`config.mk`:
```
export PLATFORM = sky130hd
export DESIGN_NAME = hazard_ctrl
export DESIGN_NICKNAME = d
export VERILOG_FILES = /design/src/rtl/hazard_pkg.sv /design/src/rtl/hazard_ctrl_fwd_match.sv /design/src/rtl/hazard_ctrl.sv
export SDC_FILE = /design/constraint.sdc
export NUM_CORES = 1
export LEC_CHECK = 0
export ABC_AREA = 1
export CORE_MARGIN = 5
export CORE_UTILIZATION = 31
export DETAILED_ROUTE_END_ITERATION = 10
export MAX_ROUTING_LAYER = met4
export PLACE_DENSITY_LB_ADDON = 0.15
export SLEW_MARGIN = 0
export SYNTH_ARGS = -nofsm -noshare
export SYNTH_HDL_FRONTEND = slang
export SYNTH_SLANG_ARGS = --single-unit
```
`constraint.sdc`:
```
create_clock -name clk -period 2.5 [get_ports clk]
set_input_delay 0.375 -clock clk [delete_from_list [all_inputs] [get_ports clk]]
set_output_delay 0.375 -clock clk [all_outputs]
set_load 0.01 [all_outputs]
```
`src/rtl/hazard_pkg.sv`:
```
// hazard_pkg: shared types and constants for the pipeline hazard controller.
package hazard_pkg;

    typedef enum logic [1:0] {
        RUN      = 2'd0,
        LD_STALL = 2'd1,
        MEM_WAIT = 2'd2,
        FLUSH    = 2'd3
    } state_t;

    localparam int         FWD_RS1  = 1;
    localparam int         FWD_RS2  = 0;
    localparam logic [4:0] REG_ZERO = 5'd0;

    function automatic logic [7:0] sat_inc(input logic [7:0] v);
        return (v == 8'hFF) ? v : v + 8'd1;
    endfunction

endpackage

```
`src/rtl/hazard_ctrl_fwd_match.sv`:
```
// fwd_match: compares one ID source operand against the EX, MEM and WB producers.
// Returns a one-hot hit, youngest producer first.
module fwd_match
    import hazard_pkg::*;
(
    input  logic [4:0] src,
    input  logic       use_src,
    input  logic [4:0] ex_rd,
    input  logic       ex_regwrite,
    input  logic [4:0] mem_rd,
    input  logic       mem_regwrite,
    input  logic [4:0] wb_rd,
    input  logic       wb_regwrite,
    output logic       ex_hit,
    output logic       mem_hit,
    output logic       wb_hit
);

    logic ex_cand, mem_cand, wb_cand;

    assign ex_cand  = use_src && ex_regwrite  && (ex_rd  != REG_ZERO) && (ex_rd  == src);
    assign mem_cand = use_src && mem_regwrite && (mem_rd != REG_ZERO) && (mem_rd == src);
    assign wb_cand  = use_src && wb_regwrite  && (wb_rd  != REG_ZERO) && (wb_rd  == src);

    assign ex_hit  = ex_cand;
    assign mem_hit = mem_cand && !ex_cand;
    assign wb_hit  = wb_cand && !ex_cand && !mem_cand;

endmodule

```
`src/rtl/hazard_ctrl.sv`:
```
// hazard_ctrl: hazard sequencing and forwarding selects for the 5-stage RV32I core.
// Define HAZARD_MEM_WAIT_EN to build the data-memory wait path (MEM_WAIT, timeout, stall-load capture).
//
// state    | meaning
// RUN      | normal issue, hazards evaluated
// LD_STALL | one bubble after a load-use hazard
// MEM_WAIT | data memory not ready, pipe frozen
// FLUSH    | second squash cycle after a taken branch
module hazard_ctrl
    import hazard_pkg::*;
#(
    parameter int WAIT_MAX = 15
) (
    input  logic        clk,
    input  logic        rst,
    input  logic [4:0]  id_rs1,
    input  logic [4:0]  id_rs2,
    input  logic        id_use_rs1,
    input  logic        id_use_rs2,
    input  logic [4:0]  ex_rd,
    input  logic        ex_regwrite,
    input  logic        ex_is_load,
    input  logic [4:0]  mem_rd,
    input  logic        mem_regwrite,
    input  logic [4:0]  wb_rd,
    input  logic        wb_regwrite,
    input  logic [31:0] wb_data,
    input  logic        branch_taken,
    input  logic        dmem_req,
    input  logic        dmem_ready,
    output logic        pc_keep,
    output logic        ifid_keep,
    output logic        idex_keep,
    output logic        exmem_keep,
    output logic        ifid_nop,
    output logic        idex_nop,
    output logic        memwb_nop,
    output logic [1:0]  fwd_ex_pyc,
    output logic [1:0]  fwd_mem_pyc,
    output logic [1:0]  fwd_mem_hazard_pyc,
    output logic [1:0]  fwd_stall_load_pyc,
    output logic [31:0] fwd_load_data,
    output logic        mem_timeout
);

    state_t     state, state_next;
    logic       wait_cond, ld_use, freeze;
    logic [1:0] hit_ex, hit_mem, hit_wb, cap;
    logic [1:0] sel_ex, sel_mem, sel_wb;

    assign ld_use = ex_is_load && ex_regwrite && (ex_rd != REG_ZERO) &&
                    ((id_use_rs1 && (id_rs1 == ex_rd)) || (id_use_rs2 && (id_rs2 == ex_rd)));

`ifdef HAZARD_MEM_WAIT_EN
    assign wait_cond = dmem_req && !dmem_ready;
`else
    assign wait_cond = 1'b0;
`endif

    // Mealy controls; held at zero while rst is high so nothing leaks out of reset.
    always_comb begin
        state_next = state;
        freeze     = 1'b0;
        pc_keep    = 1'b0;
        ifid_keep  = 1'b0;
        idex_keep  = 1'b0;
        ifid_nop   = 1'b0;
        idex_nop   = 1'b0;
        if (!rst) begin
            case (state)
                RUN, LD_STALL, FLUSH: begin
                    if (wait_cond) begin
                        state_next = MEM_WAIT;
                        freeze     = 1'b1;
                    end else if (branch_taken) begin
                        state_next = FLUSH;
                        ifid_nop   = 1'b1;
                        idex_nop   = 1'b1;
                    end else if (state == FLUSH) begin
                        state_next = RUN;
                        idex_nop   = 1'b1;
                    end else if (ld_use) begin
                        state_next = LD_STALL;
                        pc_keep    = 1'b1;
                        ifid_keep  = 1'b1;
                        idex_nop   = 1'b1;
                    end else begin
                        state_next = RUN;
                    end
                end
`ifdef HAZARD_MEM_WAIT_EN
                MEM_WAIT: begin
                    if (!dmem_ready) begin
                        freeze = 1'b1;
                    end else if (branch_taken) begin
                        state_next = FLUSH;
                        ifid_nop   = 1'b1;
                        idex_nop   = 1'b1;
                    end else begin
                        state_next = RUN;
                    end
                end
`endif
                default: state_next = RUN;
            endcase
            if (freeze) begin
                pc_keep   = 1'b1;
                ifid_keep = 1'b1;
                idex_keep = 1'b1;
            end
        end
    end

    always_ff @(posedge clk) begin
        if (rst) state <= RUN;
        else     state <= state_next;
    end

    fwd_match u_match_rs1 (
        .src          (id_rs1),
        .use_src      (id_use_rs1),
        .ex_rd        (ex_rd),
        .ex_regwrite  (ex_regwrite),
        .mem_rd       (mem_rd),
        .mem_regwrite (mem_regwrite),
        .wb_rd        (wb_rd),
        .wb_regwrite  (wb_regwrite),
        .ex_hit       (hit_ex[FWD_RS1]),
        .mem_hit      (hit_mem[FWD_RS1]),
        .wb_hit       (hit_wb[FWD_RS1])
    );

    fwd_match u_match_rs2 (
        .src          (id_rs2),
        .use_src      (id_use_rs2),
        .ex_rd        (ex_rd),
        .ex_regwrite  (ex_regwrite),
        .mem_rd       (mem_rd),
        .mem_regwrite (mem_regwrite),
        .wb_rd        (wb_rd),
        .wb_regwrite  (wb_regwrite),
        .ex_hit       (hit_ex[FWD_RS2]),
        .mem_hit      (hit_mem[FWD_RS2]),
        .wb_hit       (hit_wb[FWD_RS2])
    );

    always_ff @(posedge clk) begin
        if (rst) begin
            sel_ex  <= '0;
            sel_mem <= '0;
            sel_wb  <= '0;
        end else if (!idex_keep) begin
            sel_ex  <= idex_nop ? 2'b00 : hit_ex;
            sel_mem <= idex_nop ? 2'b00 : hit_mem;
            sel_wb  <= idex_nop ? 2'b00 : hit_wb;
        end else begin
            sel_wb  <= sel_wb & ~cap;
        end
    end

    assign fwd_ex_pyc         = sel_ex;
    assign fwd_mem_pyc        = sel_mem;
    assign fwd_mem_hazard_pyc = sel_wb;

`ifdef HAZARD_MEM_WAIT_EN
    logic [7:0]  wait_cnt, cnt_inc;
    logic        timeout_q, enter_wait, wb_ok;
    logic [4:0]  src_rs1, src_rs2;
    logic [1:0]  sel_sl;
    logic [31:0] load_q;

    assign cnt_inc    = sat_inc(wait_cnt);
    assign enter_wait = freeze && (state != MEM_WAIT);
    assign wb_ok      = wb_regwrite && (wb_rd != REG_ZERO);

    // The producer still sits in WB on the cycle the wait begins; grab it before memwb bubbles it out.
    assign cap[FWD_RS1] = enter_wait && sel_wb[FWD_RS1] && wb_ok && (wb_rd == src_rs1);
    assign cap[FWD_RS2] = enter_wait && sel_wb[FWD_RS2] && wb_ok && (wb_rd == src_rs2);

    always_ff @(posedge clk) begin
        if (rst) begin
            wait_cnt  <= '0;
            timeout_q <= 1'b0;
        end else if (state_next == MEM_WAIT) begin
            wait_cnt <= cnt_inc;
            if (cnt_inc >= 8'(WAIT_MAX)) timeout_q <= 1'b1;
        end else if ((state == MEM_WAIT) && (state_next == RUN)) begin
            wait_cnt <= '0;
        end
    end

    always_ff @(posedge clk) begin
        if (rst) begin
            src_rs1 <= '0;
            src_rs2 <= '0;
            sel_sl  <= '0;
            load_q  <= '0;
        end else begin
            if (!idex_keep) begin
                src_rs1 <= idex_nop ? REG_ZERO : id_rs1;
                src_rs2 <= idex_nop ? REG_ZERO : id_rs2;
                sel_sl  <= '0;
            end else begin
                sel_sl  <= sel_sl | cap;
            end
            if (|cap) load_q <= wb_data;
        end
    end

    assign exmem_keep         = freeze;
    assign memwb_nop          = freeze;
    assign mem_timeout        = timeout_q;
    assign fwd_stall_load_pyc = sel_sl;
    assign fwd_load_data      = load_q;
`else
    logic unused_mem;
    assign unused_mem = ^{dmem_req, dmem_ready, wb_data, 8'(WAIT_MAX)};

    assign cap                = 2'b00;
    assign exmem_keep         = 1'b0;
    assign memwb_nop          = 1'b0;
    assign mem_timeout        = 1'b0;
    assign fwd_stall_load_pyc = 2'b00;
    assign fwd_load_data      = 32'd0;
`endif

endmodule

```
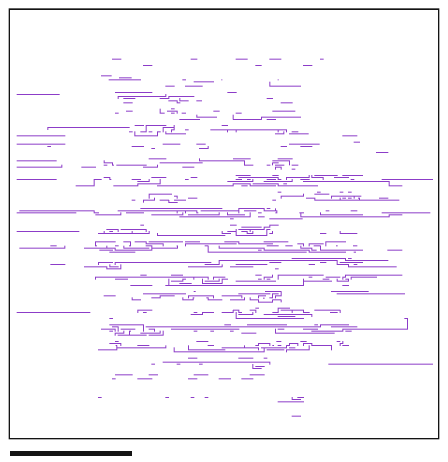
**Above:** met1 routing.
Bar = 20 um.
wire length on this layer: 1400 um
main direction: horizontal
share of all routed wire: 46%
longest straight run: 28.5 um
nets with wire on the layer: 247
final WL: 3031 um
Vias: 1267
met1 Track Usage GR: 0.1508

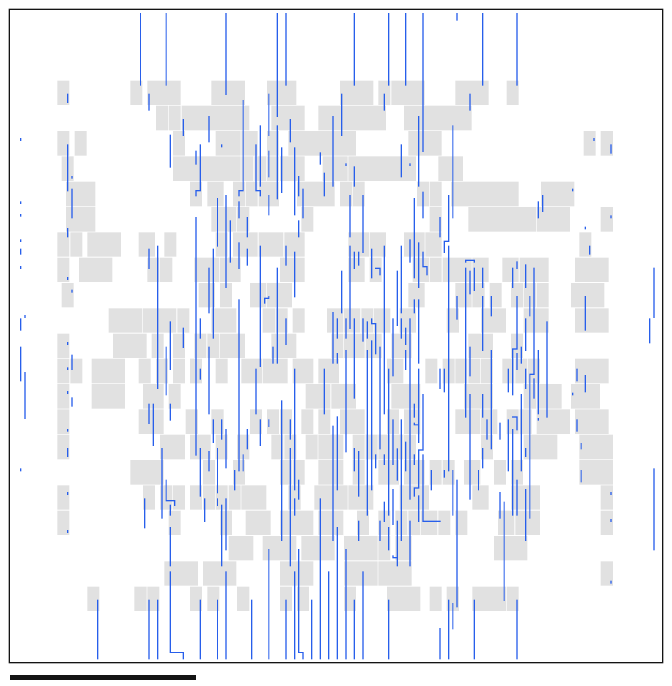
**Above:** M2 wires.
Bar = 20 um. Cells faint in the background.
main direction: vertical
nets with wire on the layer: 249
met2 Use GR: 0.2099

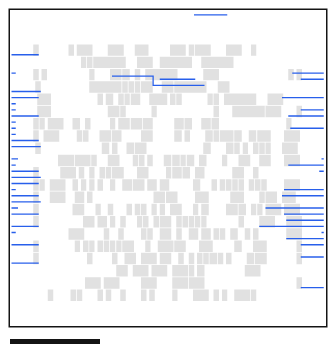
**Above:** M3 wires.
Bar = 20 um. Cells faint in the background.
wire length on this layer: 266 um
nets with wire on the layer: 48
longest straight run: 14.0 um
main direction: horizontal
met3 GRT Util: 0.03587

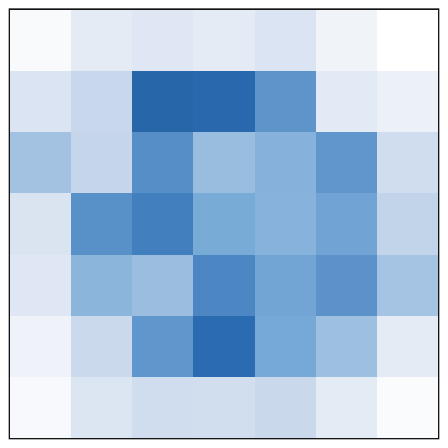
**Above:** local utilization.
7 x 7 tiles, from white (low) to dark blue (high), 0 to 100% covered.
tiles over 75% full: 6.1%
emptiest ninth of the die: upper right
fullest tile: 78%
nearly empty tiles: 2.0%
densest ninth of the die: centre
Core ar.: 3416 um2
post-layout util: 0.4960
core utilization before placement: 0.3278

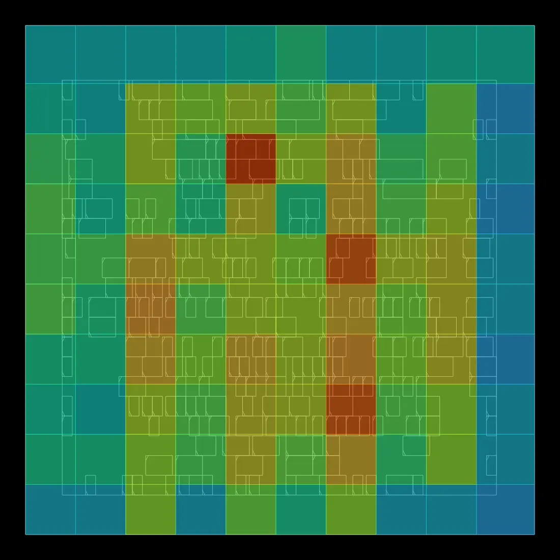
**Above:** congestion heat map.
routed length per instance: 9.562 um
Tot GR Track Use: 0.1247
GR peak layer: met2

==> results_dict.tcl <==
# flow metrics
set metrics [dict create \
    startpoint_type "primary input" \
    synthArstFlopShare 0 \
    hp-class "reg2reg" \
    lay_top_cells "nand2_1 (57), clkdlybuf4s50_1 (39), conb_1 (38)" \
    hold_viol 0 \
    rsz0062_at_grt "false" \
    vias_per_cell 3.997 \
    sh_seq_area 0.09454 \
    io_pins 116 \
    ctsResizeCount 6 \
    yosys_warnings 0 \
    pg_clk_uw 94.7 \
    antenna_found_initial 0 \
    crit_path_end_kind "output pin" \
    nNonClkBuffers 72 \
    pg_seq_uw 131 \
    hold_end "state[0]" \
    top_area_cell "buf_4" \
    period_used_share 0.9151 \
    synth_dominant_cell_count "nand2_1" \
    n_antenna_cell 0 \
    port_buffers 43 \
    pwr-share-comb 0.499 \
    total_power_uw 450.7 \
    hold-path-cell-count 3 \
    p_sw_frac 0.3413 \
    r2r-start "state[1]" \
    place_inst 314 \
    critical_path.cell_chain "clkdlybuf4s50_1, inv_1, nand2_1, nand2_1, nor2_2, nand3_1, nand2_1, nand2_1, nand2_1, nand2_2, nor2_1, dlygate4sd2_1" \
    grt_remaining_overflow 0 \
    static-leakage-power_nw 0.9157 \
    synth-main-ff-cell "dfxtp_1" \
    reg2regPathDepth 6 \
    reg2reg_slack_ns 1.63 \
    drv_cap 0 \
    ir_worst_vdd_mv 0.1631 \
    critical_path_arrival_ns 1.91 \
    comb_power_uw 225 \
    finClkSkew_ns 0.002405 \
    final_nets 341 \
    cts-root-buf "clkbuf_4" \
    p_sw_uw 153.8 \
    nFillCells 397 \
    dp_hpwl_um 2733 \
    simple_gate_share 0.4156 \
    holdWs_ns 0.5911 \
    crit_buf_inv 3 \
    synth_adder_area_share 0 \
    ys_seq_frac 0.1430 \
    slowest_delay_ns 0.53 \
    log.warning_count 60 \
    synth_area_um2 1120 \
    yosysUniqueCellTypes 17 \
    numCtsBuffers 3 \
    finalNonFillerCells 317 \
    synthAoiAreaFrac 0.04246 \
    final_area_um2 1694 \
    crit_end "idex_nop" \
    synth.top_cell.area_share 0.2615 \
    largestClassByArea "logic gates" \
    holdCritStartpoint "state[1]" \
    grt_pass1_wl_um 4995 \
    cp-startpoint "id_rs1[3]" \
    place_ws_ns -0.1328 \
    slew_viol_final 0 \
    post-cts-setup-buffers 0 \
    ys_seq_elements 8 \
    grt_pass1_vias 1174 \
    ys_chip_area_um2 1120 \
    wl_met1_um 1403 \
    clkbuf_count 3 \
    power_frac_seq 0.291 \
    gp_congestion 0.7786 \
    dr_wl_met3_um 265 \
    regArea_um2 160.2 \
    syn_to_final_growth_pct 51.28 \
    setup_viol 0 \
    cts_tree "yes" \
    inverters_excl_clock 26 \
    multi_input_comb_cells 162 \
    area.combinational_um2 713.2 \
    die_h_um 70.10 \
    netlist_instances 198 \
    cts_sinks 8 \
    clkTransAtPathRegs_ns 0.05 \
    critPathTopFamily "buffers and inverters" \
    dpl_cell_area_um2 1672 \
    status "finished, final reports clean" \
    dr.max_layer_used "met4" \
    fin_crit_ns 2.288 \
    drive_gt1_frac 0.1587 \
    edf_count 0 \
    cts_buffer_depth 2 \
    worst-path-stages 12 \
    first_pass_iters 4 \
    muxShareOfSynthArea 0 \
    route.detailed.drc 0 \
    yosys_cells 198 \
    grt_max_degree 7 \
    drtAntennaViolNets 0 \
    p_int_uw 296.9 \
    holdBufCountCts 0 \
    criticalPathCategory "in2out" \
    area_leaders "buf_4 (26%), nand2_1 (19%), dfxtp_1 (14%)" \
    fin_tns_setup_ns 0 \
    finalWorstSetupSlack_ns 0.2122 \
    final-clk-cell-share 0.01329 \
    htree_levels 1 \
    power.group.top "combinational cells" \
    common_cells "nand2_1 (57), buf_4 (39), nor2_1 (22)" \
    comb_share 0.4210 \
    xor_share 0.04693 \
    nWellTaps 46 \
    r2r_end "fwd_ex_pyc[0]" \
    routed-wl-met2_um 1348 \
    syn_avg_cell_area_um2 5.656 \
    pwr-share-clk 0.210 \
    crit_top_cell "nand2_1" \
    critPathRequiredTime_ns 2.12 \
    crit_fanout 4 \
    cp_slowest_cell "clkdlybuf4s50_1" \
    topCombFamilyByArea "simple AND/OR/NAND/NOR gates" \
    ff_count 8 \
    chipArea_um2 4914 \
    max_freq_mhz 437.1 \
    clkLatencyLatePin_ns 0.25 \
    power_density_nw_per_um2 266.0 \
    drt_iter0_drc 69 \
    fp.dieW_um 70.10 \
    floorplan.rows 21 \
    buffer_area_frac 0.3796 \
    lay_top_count "nand2_1" \
]
Power figures rest on the tool's default switching activity, not on a simulated workload.
